===== src/rtl/fnd_scan_ctrl.sv =====
// Digit scan controller for a 4-digit 7-segment display with two 4-digit pages.
// Optional dot blinking at scan index 2 is enabled by defining FND_DOT_BLINK_EN.
module fnd_scan_ctrl #(
  parameter int P_CLK_HZ   = 100_000_000,
  parameter int P_SCAN_HZ  = 4_000,
  parameter int P_BLINK_HZ = 1
) (
  input  logic        i_clk,
  input  logic        i_reset,
  input  logic [31:0] i_fndData,
  input  logic [7:0]  i_dot,
  input  logic        i_page,
  output logic [2:0]  o_digitPosition,
  output logic [3:0]  o_bcd,
  output logic        o_dot,
  output logic        o_frameStart
);

  localparam int N  = P_CLK_HZ / P_SCAN_HZ;
  localparam int CW = (N > 1) ? $clog2(N) : 1;
  localparam logic [CW-1:0] PRESC_LAST = CW'(N - 1);

  logic [CW-1:0] presc_reg, presc_next;
  logic          tick;
  logic [1:0]    index_reg, index_next;
  logic          page_reg, page_next;
  logic [2:0]    pos_next;
  logic          dot_next;
  logic [3:0]    digit [8];

  logic [2:0]    pos_reg;
  logic [3:0]    bcd_reg;
  logic          dot_reg;
  logic          frame_reg;

  generate
    for (genvar gi = 0; gi < 8; gi++) begin : g_digit
      assign digit[gi] = i_fndData[4*gi +: 4];
    end
  endgenerate

  // The page only follows i_page on the wrap to index 0, so frames never mix pages.
  always_comb begin
    tick       = (presc_reg == PRESC_LAST);
    presc_next = tick ? '0 : presc_reg + 1'b1;
    index_next = index_reg + 2'd1;
    page_next  = (index_reg == 2'd3) ? i_page : page_reg;
    pos_next   = {page_next, index_next};
  end

`ifdef FND_DOT_BLINK_EN
  localparam int H  = P_CLK_HZ / (2 * P_BLINK_HZ);
  localparam int HW = (H > 1) ? $clog2(H) : 1;
  localparam logic [HW-1:0] BLINK_LAST = HW'(H - 1);

  logic [HW-1:0] blink_reg;
  logic          phase_reg;

  always_ff @(posedge i_clk or negedge i_reset) begin
    if (!i_reset) begin
      blink_reg <= '0;
      phase_reg <= 1'b0;
    end else if (blink_reg == BLINK_LAST) begin
      blink_reg <= '0;
      phase_reg <= ~phase_reg;
    end else begin
      blink_reg <= blink_reg + 1'b1;
    end
  end

  assign dot_next = (index_next == 2'd2) ? (i_dot[pos_next] & phase_reg) : i_dot[pos_next];
`else
  assign dot_next = i_dot[pos_next];
`endif

  always_ff @(posedge i_clk or negedge i_reset) begin
    if (!i_reset) begin
      presc_reg <= '0;
      index_reg <= 2'd0;
      page_reg  <= 1'b0;
      pos_reg   <= 3'd0;
      bcd_reg   <= 4'h0;
      dot_reg   <= 1'b0;
      frame_reg <= 1'b0;
    end else begin
      presc_reg <= presc_next;
      frame_reg <= tick && (index_next == 2'd0);
      if (tick) begin
        index_reg <= index_next;
        page_reg  <= page_next;
        pos_reg   <= pos_next;
        bcd_reg   <= digit[pos_next];
        dot_reg   <= dot_next;
      end
    end
  end

  assign o_digitPosition = pos_reg;
  assign o_bcd           = bcd_reg;
  assign o_dot           = dot_reg;
  assign o_frameStart    = frame_reg;

endmodule


===== config.mk =====
export PLATFORM = sky130hd
export DESIGN_NAME = fnd_scan_ctrl
export DESIGN_NICKNAME = d
export VERILOG_FILES = /design/src/rtl/fnd_scan_ctrl.sv
export SDC_FILE = /design/constraint.sdc
export NUM_CORES = 1
export LEC_CHECK = 0
export CORE_ASPECT_RATIO = 0.6
export CORE_UTILIZATION = 40
export DETAILED_ROUTE_END_ITERATION = 10
export GPL_TIMING_DRIVEN = 0
export PLACE_DENSITY = 0.73
export SETUP_SLACK_MARGIN = 0.02
export SKIP_LAST_GASP = 1
export SLEW_MARGIN = 10
export SYNTH_ARGS = -nofsm -noshare
export SYNTH_HDL_FRONTEND = slang
export SYNTH_SLANG_ARGS = --single-unit
export TNS_END_PERCENT = 50

===== constraint.sdc =====
create_clock -name i_clk -period 2.3 [get_ports i_clk]
set_input_delay 0.46 -clock i_clk [delete_from_list [all_inputs] [get_ports i_clk]]
set_output_delay 0.46 -clock i_clk [all_outputs]
set_load 0.1 [all_outputs]

==> flow_summary.json <==
{
  "cts-resized-gates": 1,
  "final_nets": 212,
  "tritoncts.num_buffers": 3,
  "clock_buffer_count": 4,
  "p_comb_uw": 97.2,
  "p_leak_uw": 0.000823,
  "first_global_vias": 1071,
  "buf_share_pct": 27.5,
  "n_all_buffers": 57,
  "n_multi_input_combinational_cell": 80,
  "timing.critical_path.cells": "clkdlybuf4s50_1",
  "max_freq_mhz": 445,
  "grt_util_all_layers_pct": 18.8,
  "power.sequential.total_uw": 421,
  "logic_area_sq_um": 753,
  "worst_slack_ns": 0.0520,
  "synth_cell_types": 29,
  "die_area_sq_um": 3730,
  "critical_path.max_stage_delay_ns": 1.15,
  "largest_register_ff_count": 15,
  "floorplanUtilization_pct": 42.4,
  "worst_hold_slack_ns": 0.470,
  "critical_path_start_type": "register",
  "crit_required_ns": 1.84,
  "final_layout_size_suffix_gt1_share_pct": 20.6,
  "max-clock-path-buffers": 2,
  "crit_type": "reg -> out",
  "synthesis.yosys.warnings": 0,
  "clock_sink_count": 24,
  "worst_r2r_endpoint": "o_bcd[2]",
  "p_switching_uw": 153,
  "routabilityCongestion": 0.834,
  "timing_worst_slew_pin_value_ns": 1.06,
  "synth_cells": 110,
  "mappedNetlistNets": 156,
  "layout_top_cells_excl_fill_tap": "48 x sky130_fd_sc_hd__clkdlybuf4s50_1, 23 x sky130_fd_sc_hd__dfrtp_1, 10 x sky130_fd_sc_hd__mux4_2",
  "clockRootBuffer": "sky130_fd_sc_hd__clkbuf_8",
  "cellInternalPower_uw": 620,
  "grt_antenna_before_repair": 0,
  "asyncSetResetFlopFracSynth_pct": 100,
  "rsz0062_at_grt": "yes",
  "final_min_period_over_clock_period_pct": 97.7,
  "outcome": "complete, no violations",
  "inverters": 0,
  "r2r_start": "index_reg[0]",
  "flow.area_growth_from_synthesis_pct": 44.3,
  "crit_cells": 1,
  "detail_route.wirelength_um": 3310,
  "synth.comb.largest_family": "multiplexers",
  "avgSynthCellArea_sq_um": 12.7,
  "synth-main-ff-cell": "sky130_fd_sc_hd__dfrtp_1",
  "num_tap_cells": 45,
  "dr_total_vias": 1099,
  "openroad.warnings": 29,
  "power.sequential.fraction_pct": 54.6,
  "worst_slew_margin_rel_pct": 29.3,
  "hold_viol": 0,
  "grt_pass1_wl_um": 5040,
  "critical-path-top-delay-family": "buffers and inverters",
  "power_density_nw_per_um2": 384,
  "grt_max_degree": 25,
  "syn-cell-area_sq_um": 1390,
  "top_power_group": "registers",
  "finish.instance_area_sq_um": 2010,
  "power.combinational.fraction_pct": 12.6,
  "reg2reg_depth": 5,
  "p_clk_uw": 254,
  "synth.cellmix.xorXnorShare_pct": 8.09,
  "crit_path_end": "o_bcd[1]",
  "worst_setup_path_end_kind": "primary output",
  "detailedRoute.firstPassIterationCount": 4,
  "sequential_cell_area_sq_um": 602,
  "holdCritPathClass": "reg -> reg",
  "ys_sh_mux_pct": 21.3,
  "clock_insertion_delay_worst_skew_ns": 0.26
}
layer usage:
| layer | GRT usage, % | vias up | routed length [um] |
|---|---|---|---|
| li1 | - | 510 | - |
| met1 | 25.2 | 550 | 1490 |
| met2 | 32.6 | 37 | 1660 |
| met3 | 4.57 | 2 | 149 |
| met4 | 3.33 | 0 | 12 |
| met5 | 0 | - | 0 |
synthesized netlist by cell type (2+ instances only):
cell	instances	area (sq um)
sky130_fd_sc_hd__xor2_1	8	70.1
sky130_fd_sc_hd__clkbuf_1	2	7.51
sky130_fd_sc_hd__dfrtp_1	24	601
sky130_fd_sc_hd__and3_1	2	12.5
sky130_fd_sc_hd__o21ai_0	2	10.0
sky130_fd_sc_hd__nand3_1	5	25.0
sky130_fd_sc_hd__or3_1	2	12.5
sky130_fd_sc_hd__nand2_1	4	15.0
sky130_fd_sc_hd__a21oi_2	6	52.6
sky130_fd_sc_hd__nor2_1	7	26.3
sky130_fd_sc_hd__xnor2_1	3	26.3
sky130_fd_sc_hd__and2_1	2	12.5
sky130_fd_sc_hd__mux4_2	10	225
sky130_fd_sc_hd__mux2i_1	6	60.1
sky130_fd_sc_hd__ha_1	3	37.5
sky130_fd_sc_hd__nor2_2	6	37.5
sky130_fd_sc_hd__buf_4	2	15.0
sky130_fd_sc_hd__nor2b_1	2	12.5
sky130_fd_sc_hd__a21oi_1	2	10.0
sky130_fd_sc_hd__nand4_1	3	18.8
worst min-delay path by stage:
stage               cells after the start         start      endpoint  slack (ns)
floorplan                               0       i_reset  index_reg[0]        0.16
global placement                        1  presc_reg[0]  presc_reg[0]        0.43
detailed placement                      1  presc_reg[0]  presc_reg[0]        0.45
CTS                                     1  presc_reg[0]  presc_reg[0]        0.46
global route                            1  presc_reg[0]  presc_reg[0]        0.49
finish                                  1  presc_reg[0]  presc_reg[0]        0.47
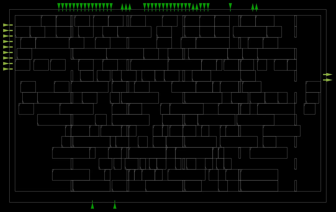
Fig. 1. Cell placement.
core area: 3280 sq um
flip-flop and latch count: 24
post-route non-filler standard cell count: 210
number of placement rows: 16

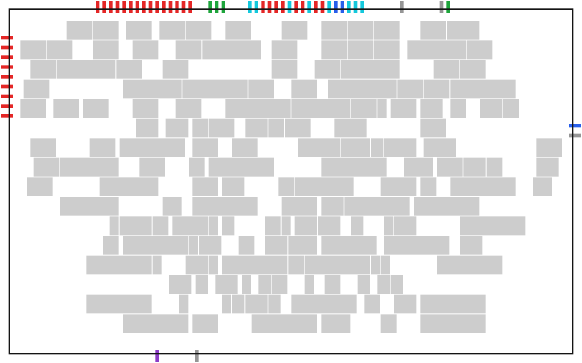
Fig. 2. Ports around the boundary.
Pins as bars across the die edge, other pins in grey.
legend:
  green:
    port: `o_bcd`
    pins: 4
    direction: output
    edge: top
  red:
    port: `i_fndData`
    pins: 32
    direction: input
    edge: 23 top, 9 left
  purple:
    port: `i_clk`
    pins: 1
    direction: input
    edge: bottom
  cyan:
    port: `i_dot`
    pins: 8
    direction: input
    edge: top
  blue:
    port: `o_digitPosition`
    pins: 3
    direction: output
    edge: 2 top, 1 right
all pins by edge: 39 top, 9 left, 2 bottom, 2 right
die x size: 78.2 um
y dimension of the die: 47.7 um

